<file path="config.mk">
export PLATFORM = sky130hd
export DESIGN_NAME = bc_datapath_io
export DESIGN_NICKNAME = d
export VERILOG_FILES = /design/src/rtl/bc_pkg.sv /design/src/rtl/bc_alu.sv /design/src/rtl/bc_datapath_io.sv
export SDC_FILE = /design/constraint.sdc
export NUM_CORES = 1
export LEC_CHECK = 0
export ABC_AREA = 1
export CORE_ASPECT_RATIO = 1.25
export CORE_MARGIN = 1
export CORE_UTILIZATION = 40
export CTS_BUF_LIST = sky130_fd_sc_hd__clkbuf_8
export CTS_CLUSTER_DIAMETER = 150
export DETAILED_ROUTE_END_ITERATION = 10
export PLACE_DENSITY = 0.67
export SLEW_MARGIN = 20
export SYNTH_ARGS = -nofsm -noshare
export SYNTH_HDL_FRONTEND = slang
export SYNTH_SLANG_ARGS = --single-unit
</file>
<file path="constraint.sdc">
create_clock -name clk -period 2.48 [get_ports clk]
set_input_delay 0.496 -clock clk [delete_from_list [all_inputs] [get_ports clk]]
set_output_delay 0.496 -clock clk [all_outputs]
set_load 0.02 [all_outputs]
</file>
<file path="src/rtl/bc_pkg.sv">
// Shared constants for the Basic Computer datapath: ctrl bit map, bus source
// codes and ALU operation encoding.
package bc_pkg;

  localparam int CTRL_W = 25;

  // ctrl micro-op bit indices
  localparam int C_LD_AR   = 0;
  localparam int C_INR_AR  = 1;
  localparam int C_CLR_AR  = 2;
  localparam int C_LD_PC   = 3;
  localparam int C_INR_PC  = 4;
  localparam int C_CLR_PC  = 5;
  localparam int C_LD_DR   = 6;
  localparam int C_INR_DR  = 7;
  localparam int C_CLR_DR  = 8;
  localparam int C_LD_AC   = 9;
  localparam int C_INR_AC  = 10;
  localparam int C_CLR_AC  = 11;
  localparam int C_LD_IR   = 12;
  localparam int C_LD_TR   = 13;
  localparam int C_INR_TR  = 14;
  localparam int C_CLR_TR  = 15;
  localparam int C_MEM_WE  = 16;
  localparam int C_CLR_E   = 17;
  localparam int C_CMP_E   = 18;
  localparam int C_LD_OUTR = 19;
  localparam int C_CLR_FGI = 20;
  localparam int C_SET_IEN = 21;
  localparam int C_CLR_IEN = 22;
  localparam int C_SET_R   = 23;
  localparam int C_CLR_R   = 24;

  // bus source selects
  localparam logic [2:0] BUS_EXT = 3'd0;
  localparam logic [2:0] BUS_AR  = 3'd1;
  localparam logic [2:0] BUS_PC  = 3'd2;
  localparam logic [2:0] BUS_DR  = 3'd3;
  localparam logic [2:0] BUS_AC  = 3'd4;
  localparam logic [2:0] BUS_IR  = 3'd5;
  localparam logic [2:0] BUS_TR  = 3'd6;
  localparam logic [2:0] BUS_MEM = 3'd7;

  typedef enum logic [2:0] {
    ALU_AND  = 3'd0,
    ALU_ADD  = 3'd1,
    ALU_LDA  = 3'd2,
    ALU_CMA  = 3'd3,
    ALU_CIR  = 3'd4,
    ALU_CIL  = 3'd5,
    ALU_INP  = 3'd6,
    ALU_PASS = 3'd7
  } alu_op_e;

endpackage

</file>
<file path="src/rtl/bc_alu.sv">
// Combinational accumulator ALU. Produces the AC result, the E value it would
// write (with a write enable), and carry / signed overflow for ADD.
module bc_alu
  import bc_pkg::*;
#(
  parameter int DATA_W = 16,
  parameter int IO_W   = 8
) (
  input  logic [DATA_W-1:0] ac,
  input  logic [DATA_W-1:0] dr,
  input  logic [IO_W-1:0]   inpr,
  input  logic              e,
  input  alu_op_e           op,
  output logic [DATA_W-1:0] res,
  output logic              e_next,
  output logic              e_we,
  output logic              co,
  output logic              ovf
);

  logic [DATA_W:0] sum;

  // result and side outputs; anything not touched by an op keeps AC / E
  always_comb begin
    sum    = {1'b0, ac} + {1'b0, dr};
    res    = ac;
    e_next = e;
    e_we   = 1'b0;
    co     = 1'b0;
    ovf    = 1'b0;
    unique case (op)
      ALU_AND: res = ac & dr;
      ALU_ADD: begin
        res    = sum[DATA_W-1:0];
        e_next = sum[DATA_W];
        e_we   = 1'b1;
        co     = sum[DATA_W];
        // same-sign operands yielding an opposite-sign result
        ovf    = (ac[DATA_W-1] == dr[DATA_W-1]) && (sum[DATA_W-1] != ac[DATA_W-1]);
      end
      ALU_LDA: res = dr;
      ALU_CMA: res = ~ac;
      ALU_CIR: begin
        res    = {e, ac[DATA_W-1:1]};
        e_next = ac[0];
        e_we   = 1'b1;
      end
      ALU_CIL: begin
        res    = {ac[DATA_W-2:0], e};
        e_next = ac[DATA_W-1];
        e_we   = 1'b1;
      end
      ALU_INP: res[IO_W-1:0] = inpr;
      ALU_PASS: res = ac;
      default: res = ac;
    endcase
  end

endmodule

</file>
<file path="src/rtl/bc_datapath_io.sv">
// Basic Computer datapath with common bus, register file, E flip-flop, status
// flags, memory port, flag-handshaked I/O channels and interrupt state.
module bc_datapath_io
  import bc_pkg::*;
#(
  parameter int DATA_W = 16,
  parameter int ADDR_W = 12,
  parameter int IO_W   = 8
) (
  input  logic              clk,
  input  logic              RST_N,
  input  logic [CTRL_W-1:0] ctrl,
  input  logic [2:0]        bus_sel,
  input  logic [2:0]        alu_op,
  input  logic [DATA_W-1:0] ext_wrd,
  output logic [ADDR_W-1:0] mem_addr,
  output logic [DATA_W-1:0] mem_wdata,
  output logic              mem_we,
  input  logic [DATA_W-1:0] mem_rdata,
  input  logic              in_valid,
  input  logic [IO_W-1:0]   in_data,
  output logic              in_ready,
  output logic              out_valid,
  output logic [IO_W-1:0]   out_data,
  input  logic              out_ready,
  output logic [ADDR_W-1:0] pc_out,
  output logic [ADDR_W-1:0] ar_out,
  output logic [DATA_W-1:0] ir_out,
  output logic [DATA_W-1:0] ac_out,
  output logic [DATA_W-1:0] dr_out,
  output logic [DATA_W-1:0] tr_out,
  output logic              e_out,
  output logic              ien_out,
  output logic              r_out,
  output logic              co,
  output logic              z,
  output logic              n,
  output logic              ovf,
  output logic              irq
);

  logic [ADDR_W-1:0] ar_q, ar_d, pc_q, pc_d;
  logic [DATA_W-1:0] dr_q, dr_d, ac_q, ac_d, ir_q, ir_d, tr_q, tr_d;
  logic [IO_W-1:0]   inpr_q, inpr_d, outr_q, outr_d;
  logic e_q, e_d, co_q, co_d, z_q, z_d, n_q, n_d, ovf_q, ovf_d;
  logic fgi_q, fgi_d, fgo_q, fgo_d, ien_q, ien_d, r_q, r_d;

  logic [DATA_W-1:0] bus, alu_res;
  logic alu_e_next, alu_e_we, alu_co, alu_ovf;
  logic ld_ac_eff, in_acc, out_hs;

  // common bus source mux; AR/PC are zero-extended
  always_comb begin
    bus = '0;
    unique case (bus_sel)
      BUS_EXT: bus = ext_wrd;
      BUS_AR:  bus = {{(DATA_W-ADDR_W){1'b0}}, ar_q};
      BUS_PC:  bus = {{(DATA_W-ADDR_W){1'b0}}, pc_q};
      BUS_DR:  bus = dr_q;
      BUS_AC:  bus = ac_q;
      BUS_IR:  bus = ir_q;
      BUS_TR:  bus = tr_q;
      BUS_MEM: bus = mem_rdata;
      default: bus = '0;
    endcase
  end

  bc_alu #(.DATA_W(DATA_W), .IO_W(IO_W)) u_alu (
    .ac     (ac_q),
    .dr     (dr_q),
    .inpr   (inpr_q),
    .e      (e_q),
    .op     (alu_op_e'(alu_op)),
    .res    (alu_res),
    .e_next (alu_e_next),
    .e_we   (alu_e_we),
    .co     (alu_co),
    .ovf    (alu_ovf)
  );

  // next-state for every register: CLR beats LD beats INR
  always_comb begin
    // a LD_AC shadowed by CLR_AC does not count as an ALU write
    ld_ac_eff = ctrl[C_LD_AC] & ~ctrl[C_CLR_AC];
    in_acc    = in_valid & ~fgi_q;
    out_hs    = ~fgo_q & out_ready;

    ar_d = ar_q;
    if      (ctrl[C_CLR_AR]) ar_d = '0;
    else if (ctrl[C_LD_AR])  ar_d = bus[ADDR_W-1:0];
    else if (ctrl[C_INR_AR]) ar_d = ar_q + ADDR_W'(1);

    pc_d = pc_q;
    if      (ctrl[C_CLR_PC]) pc_d = '0;
    else if (ctrl[C_LD_PC])  pc_d = bus[ADDR_W-1:0];
    else if (ctrl[C_INR_PC]) pc_d = pc_q + ADDR_W'(1);

    dr_d = dr_q;
    if      (ctrl[C_CLR_DR]) dr_d = '0;
    else if (ctrl[C_LD_DR])  dr_d = bus;
    else if (ctrl[C_INR_DR]) dr_d = dr_q + DATA_W'(1);

    ac_d = ac_q;
    if      (ctrl[C_CLR_AC]) ac_d = '0;
    else if (ctrl[C_LD_AC])  ac_d = alu_res;
    else if (ctrl[C_INR_AC]) ac_d = ac_q + DATA_W'(1);

    ir_d = ctrl[C_LD_IR] ? bus : ir_q;

    tr_d = tr_q;
    if      (ctrl[C_CLR_TR]) tr_d = '0;
    else if (ctrl[C_LD_TR])  tr_d = bus;
    else if (ctrl[C_INR_TR]) tr_d = tr_q + DATA_W'(1);

    e_d = e_q;
    if      (ctrl[C_CLR_E])          e_d = 1'b0;
    else if (ctrl[C_CMP_E])          e_d = ~e_q;
    else if (ld_ac_eff && alu_e_we)  e_d = alu_e_next;

    co_d  = co_q;
    z_d   = z_q;
    n_d   = n_q;
    ovf_d = ovf_q;
    if (ld_ac_eff) begin
      co_d  = alu_co;
      z_d   = (alu_res == '0);
      n_d   = alu_res[DATA_W-1];
      ovf_d = alu_ovf;
    end

    // input channel: FGI set on accept, cleared by control
    inpr_d = in_acc ? in_data : inpr_q;
    fgi_d  = fgi_q;
    if      (ctrl[C_CLR_FGI]) fgi_d = 1'b0;
    else if (in_acc)          fgi_d = 1'b1;

    // output channel: a new load keeps the channel busy even if the old
    // value is taken on the same edge
    outr_d = outr_q;
    fgo_d  = fgo_q;
    if (ctrl[C_LD_OUTR]) begin
      outr_d = ac_q[IO_W-1:0];
      fgo_d  = 1'b0;
    end else if (out_hs) begin
      fgo_d  = 1'b1;
    end

    ien_d = ien_q;
    if      (ctrl[C_CLR_IEN]) ien_d = 1'b0;
    else if (ctrl[C_SET_IEN]) ien_d = 1'b1;

    r_d = r_q;
    if      (ctrl[C_CLR_R]) r_d = 1'b0;
    else if (ctrl[C_SET_R]) r_d = 1'b1;
  end

  // state register with synchronous reset; FGO resets to 1 (output empty)
  always_ff @(posedge clk) begin
    if (!RST_N) begin
      ar_q <= '0; pc_q <= '0; dr_q <= '0; ac_q <= '0; ir_q <= '0; tr_q <= '0;
      inpr_q <= '0; outr_q <= '0;
      e_q <= 1'b0; co_q <= 1'b0; z_q <= 1'b0; n_q <= 1'b0; ovf_q <= 1'b0;
      fgi_q <= 1'b0; fgo_q <= 1'b1; ien_q <= 1'b0; r_q <= 1'b0;
    end else begin
      ar_q <= ar_d; pc_q <= pc_d; dr_q <= dr_d; ac_q <= ac_d; ir_q <= ir_d; tr_q <= tr_d;
      inpr_q <= inpr_d; outr_q <= outr_d;
      e_q <= e_d; co_q <= co_d; z_q <= z_d; n_q <= n_d; ovf_q <= ovf_d;
      fgi_q <= fgi_d; fgo_q <= fgo_d; ien_q <= ien_d; r_q <= r_d;
    end
  end

  assign mem_addr  = ar_q;
  assign mem_wdata = bus;
  assign mem_we    = ctrl[C_MEM_WE];
  assign in_ready  = ~fgi_q;
  assign out_valid = ~fgo_q;
  assign out_data  = outr_q;
  assign pc_out    = pc_q;
  assign ar_out    = ar_q;
  assign ir_out    = ir_q;
  assign ac_out    = ac_q;
  assign dr_out    = dr_q;
  assign tr_out    = tr_q;
  assign e_out     = e_q;
  assign ien_out   = ien_q;
  assign r_out     = r_q;
  assign co        = co_q;
  assign z         = z_q;
  assign n         = n_q;
  assign ovf       = ovf_q;
  assign irq       = ien_q & (fgi_q | fgo_q);

endmodule

</file>
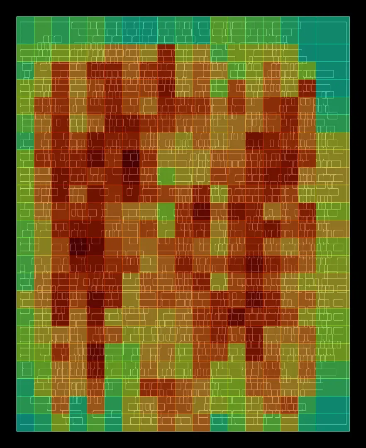
**Above:** run 1 (track usage over the die).
met2 Usage GRT: 0.6127
GR peak layer: met2
met1 Use GR: 0.4104

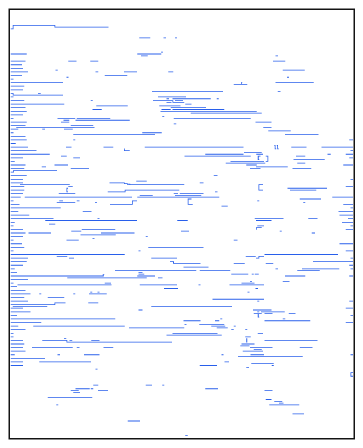
**Above:** run 1 (M3 wires).
The longest straight run is 43.0 µm. The layer holds 6.8% of the routed length.

==> results.txt, run 1 <==
yosys + openroad results -> proportion of layout cells with a drive suffix above 1 0.1478, Die ar. 0.02121 mm², Most common reg cell dfxtp_1, Util after Layout 0.5883, I/O pin cnt 210, Mapped Cells between 1,000 and 1,500, RD Place Congestion around 0.98, Slew HR 0.6750, yosys stat chip area 0.008250 mm², Final Hold Fails 0, Synth Cell Area 0.008250 mm², Core Area 0.02017 mm², CP required 1.98 ns, CP endpoint kind output port, status finished, final reports clean, synth-to-layout area growth 43.86%, Num CTS Buffers 17, crit path cell chain clkdlybuf4s15_2, inv_2, nand3_2, inv_2, buf_4, a221oi_2, o211ai_1, clkdlybuf4s15_1, # hold bufs at CTS 0, Synth Seq Share 0.2742, drt via density approximately 5.5, largest net degree at the start of global routing 29, clk sinks between 100 and 150, Log Warnings 26, post-detail-place hpwl between 30,000 and 40,000 µm, Rows about 58, min cycle time layout 2.450 ns, CTS HTree Levels 4, Total GRT Usage 0.3612, # Post-CTS Setup Buffers 0, number of enable flip-flop cells 0, crit path DAT approximately 2 ns, final WL 37,600 µm, PortBufs between 200 and 250, Crit Reg-Reg Endpoint z, LEAKAGE 5.059 nW, Worst Reg-to-Reg Cells 13, Warnings, synthesis 0, Critical Path Start bus_sel[0], CP max-delay cell clkdlybuf4s15_1, Slew Viols, Final 0, Insertion Delay late pin 0.46 ns, Final TNS setup 0 ns, initial antenna violation count 0, Max Clock Skew 0.02048 ns, cell family with most CP delay buffers and inverters, startpoint types input port, clock-pin slew on the worst setup and hold paths 0.07 ns, RSZ-0062 raised after global routing false
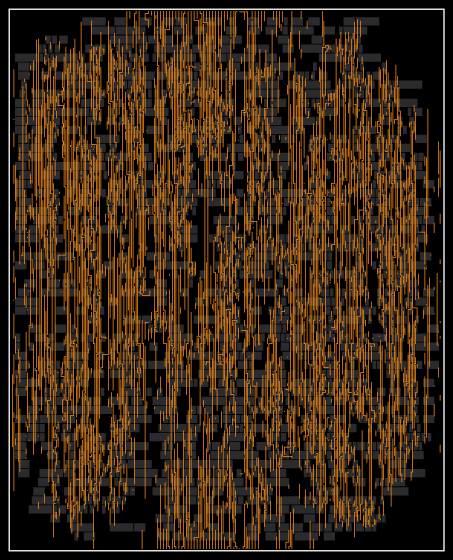
**Above:** run 1 (metal 2).
1,385 nets have wire on it. The wires run mostly vertical. The layer carries 17,900 µm of wire. The layer holds 48% of the routed length. The longest straight run is 80.6 µm.

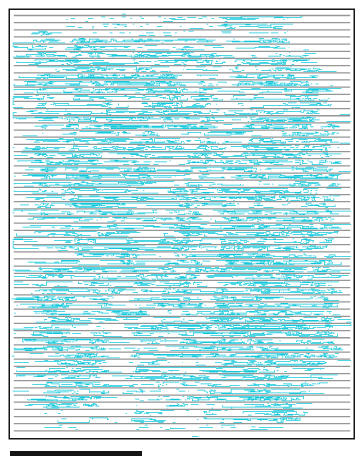
**Above:** run 1 (the metal 1 layer).
The bar under the picture is 50 µm long. Supply wires on this layer in grey.
The layer carries 14,500 µm of wire. 1,588 nets have wire on it. The layer holds 39% of the routed length. The longest straight run is 40.9 µm.

[run 1: worst register-to-register path, cell delays in order, from the launching register on]
cell and delay [ns]:
dfxtp_2 0.37, ha_1 0.25, fa_2 0.38, nand2_1 0.07, nand2_1 0.08, nand3_1 0.11, nand2_1 0.14, nand2_1 0.12
nand3b_1 0.08, nand3_1 0.11, nand4_1 0.16, nor2_1 0.14, nand3_1 0.10, a21oi_1 0.13
[run 1: cell type report]
type	instances	area (µm²)
timing repair buffer	351	3148
multi-input combinational	960	5026
clock buffer	18	247.7
inverter	188	711.9
tap	270	337.8
fill	2027	8305
sequential	113	2267
clock inverter	14	130.1
[run 1: timing repair]
action	4_1_cts	5_1_grt
cloned	0	0
setup endpoints to repair	16	19
pin swaps	4	5
gates resized	44	30
[run 1: metal layers]
layer	wire [µm]	vias to the layer above
li1	-	5061
met1	14530	4790
met2	17870	533
met3	2541	132
met4	2656	0
met5	0	-
[run 1: placed cells by master (no fill, tap or decap), drive strengths merged, types with 2 or more instances in the layout]
cell type,count
ha,21
nand4,35
nand3b,6
inv,185
or2,3
a22oi,3
a31oi,19
a221oi,16
o211ai,13
o221ai,2
o21ai,96
xor2,29
o211a,2
xnor2,2
buf,149
o2bb2ai,4
clkinv,10
clkdlybuf4s15,5
nand3,89
nor3,32
nor4,2
dfxtp,113
nand2,304
a211oi,23
a21oi,79
clkdlybuf4s50,188
a311oi,2
o22ai,32
clkbuf,27
clkinvlp,6
nor2,140
[run 1: Yosys cell counts, types with 13 or more instances]
master | count | area share
nand2_1 | 300 | 0.14
inv_1 | 167 | 0.076
nor2_1 | 133 | 0.061
dfxtp_1 | 113 | 0.27
o21ai_0 | 85 | 0.052
nand3_1 | 82 | 0.050
a21oi_1 | 79 | 0.048
nand4_1 | 35 | 0.027
o22ai_1 | 32 | 0.024
nor3_1 | 31 | 0.019
xor2_1 | 29 | 0.031
a211oi_1 | 23 | 0.021
ha_1 | 21 | 0.032
a31oi_1 | 19 | 0.014
clkbuf_1 | 19 | 0.0086
buf_4 | 17 | 0.015
inv_2 | 14 | 0.0064
a221oi_1 | 13 | 0.014
o211ai_1 | 13 | 0.012
[run 1: power by group]
group | total [mW] | internal (mW) | switching, mW
combinational | 1.37 | 0.581 | 0.791
clock | 1.72 | 0.827 | 0.893
sequential | 2.00 | 1.90 | 0.0977
total | 5.09 | 3.31 | 1.78
[run 1: cells by family after synthesis]
group | after synthesis | synth area share
xor gates and xnor gates | 31 | 0.03291
AOI/OAI and AO/OA | 296 | 0.2155
DFF | 113 | 0.2742
adders and majority gates | 22 | 0.03427
and+or+nand+nor | 611 | 0.3215
buffers and inverters | 237 | 0.1216
[run 1: stage by stage]
step | setup WS, ns | hold slack, ns | power [mW] | cells | instance area, µm²
floorplan | 0.4109 | 0.4301 | 2.640 | 1310 | 8250
global placement | -0.6733 | 0.4570 | 3.394 | 1882 | 11510
detailed placement | -0.6994 | 0.4645 | 3.393 | 1882 | 11510
CTS | 0.003801 | 0.4752 | 5.089 | 1914 | 11910
global route | 0.001323 | 0.4963 | 5.283 | 1914 | 11870
finish | 0.03022 | 0.4760 | 5.087 | 1914 | 11870
==> run 2: changes to the inputs <==
SLEW_MARGIN = unset   (was 20)
==> results.txt, run 2 <==
yosys + openroad results -> status finished, final reports clean, PortBufs 207, LEAKAGE between 5 and 6 nW, CP required 1.98 ns, pre-CTS WS -0.6994 ns, cell taking the most area after synthesis dfxtp_1, Synth Seq Share 0.2742, number of enable flip-flop cells 0, design area 0.01187 mm², Crit Reg-Reg Endpoint z, RSZ-0062 raised after global routing false, Mapped Cells between 1,000 and 1,500, clk sinks 113, Log Warnings 26, Warnings, synthesis 0, post-detail-place hpwl around 31,000 µm, min cycle time layout 2.450 ns, yosys stat chip area 0.008250 mm², Slew Viols, Final 0, final worst setup slack between 0.03 and 0.04 ns, RD Place Congestion around 0.98, CTS HTree Levels 4, sequential power share 0.392, largest net degree at the start of global routing 29, clock-pin slew on the worst setup and hold paths about 0.070 ns, Most common reg cell dfxtp_1, Area leader share 0.2742, Logic pwr share 0.270, Total GRT Usage 0.3612, most frequent cells after synthesis 300 x nand2_1, 167 x inv_1, 133 x nor2_1, 113 x dfxtp_1, 85 x o21ai_0, most numerous logic cells after layout 299 x nand2_1, 188 x clkdlybuf4s50_1, 166 x inv_1, Slew HR 0.6750, switching power between 1.5 and 2 mW, placed insts 1,882, Max Clock Skew 0.02048 ns, Final Hold Fails 0, Largest cells by area dfxtp_1 27%, nand2_1 14%, inv_1 7.6%, Synth Cell Area slightly above 0.008 mm², Util after Layout 0.5883, Max VDD drop roughly 0.00043 V, crit path DAT 1.95 ns, CP endpoint kind output port, crit path cell chain clkdlybuf4s15_2, inv_2, nand3_2, inv_2, buf_4, a221oi_2, o211ai_1, clkdlybuf4s15_1, startpoint types input port, Core Area 0.02017 mm², Insertion Delay late pin 0.46 ns, Net Sw Frac 0.3502, I/O pin cnt 210, Final TNS setup 0 ns, DP Area ~0.012 mm², Iter 0 DRT Violations 972, synth-to-layout area growth 43.86%, Rows 58, CP max-delay cell clkdlybuf4s15_1, die height 162.6 µm, internal power ~3.3 mW, Clk pwr share 0.338, Die ar. 0.02121 mm², most common cell in the netlist nand2_1, Commonest Layout Cell nand2_1, # hold bufs at CTS 0
## run 2: cell counts after synthesis
No cell type changed its count.
## run 2: layout make-up
class	instances	area, µm²
Sequential cell	113	2267
Clock buffer	18	247.7
Clock inverter	14	130.1
Inverter	188	711.9
Multi-Input combinational cell	960	5026
Fill cell	2027	8305
Timing Repair Buffer	351	3148
Tap cell	270	337.8
## run 2: power groups by stage
stage / logic, mW / clock network (mW) / registers (mW)
2_1_floorplan: 0.545 / 0 / 2.09
3_3_place_gp: 1.36 / 0 / 2.03
3_5_place_dp: 1.36 / 0 / 2.03
4_1_cts: 1.36 / 1.74 / 1.99
5_1_grt: 1.46 / 1.82 / 2.00
6_report: 1.37 / 1.72 / 2.00
## run 2: worst max-delay path by stage
| stage | from | end | slack [ns] | cells past startpoint |
|---|---|---|---|---|
| after floorplan | bus_sel[0] | mem_wdata[2] | 0.41 | 7 |
| after global placement | bus_sel[1] | mem_wdata[0] | -0.67 | 9 |
| after detailed placement | bus_sel[1] | mem_wdata[0] | -0.70 | 9 |
| after CTS | bus_sel[1] | mem_wdata[13] | 0.004 | 7 |
| after global routing | bus_sel[1] | mem_wdata[15] | 0.001 | 8 |
| final | bus_sel[0] | mem_wdata[12] | 0.03 | 8 |
## run 2: kinds of logic (layout without fill, tap and decap cells)
group | count (synthesis) | count (layout) | synth area share
adder cells (fa/ha/maj) | 22 | 22 | 0.03427
XOR/XNOR | 31 | 31 | 0.03291
buffers and inverters | 237 | 571 | 0.1216
AND/OR/NAND/NOR | 611 | 611 | 0.3215
AND-OR/OR-AND | 296 | 296 | 0.2155
flip-flops | 113 | 113 | 0.2742
## run 2: stage by stage
stage / power (mW) / hold slack, ns
global route: 5.283 / 0.4963
floorplan: 2.640 / 0.4301
detailed placement: 3.393 / 0.4645
global placement: 3.394 / 0.4570
CTS: 5.089 / 0.4752
finish: 5.087 / 0.4760
## run 2: worst max-delay path, delay by kind of cell
family | cells | cell delay, ns
AND/OR/NAND/NOR | 1 | 0.09
AND-OR/OR-AND | 2 | 0.41
buffers and inverters | 5 | 0.96
## run 2: layer usage
layer,vias to the layer above,global-route usage,share of wire
met5,-,0,0
met4,0,0.2513,0.071
met3,132,0.05749,0.068
met2,533,0.6127,0.48
met1,4790,0.4104,0.39
li1,5061,-,-
## run 2: repair_timing
action,CTS,global route
setup endpoints to repair,16,19
setup buffers,0,0
pin swaps,4,5
endpoints found under the hold margin,0,0
resized,44,30
gates cloned,0,0
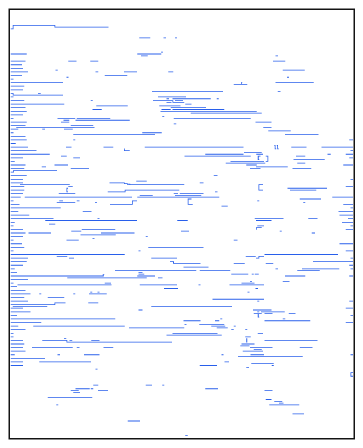
**Above:** run 2 (M3 wires).
The layer holds 6.8% of the routed length. The wires run mostly horizontal. The layer carries 2,540 µm of wire.
final WL: 37,600 µm
GR Util met3: 0.05749

No activity file was given, so power comes from the tool's default toggle rates.
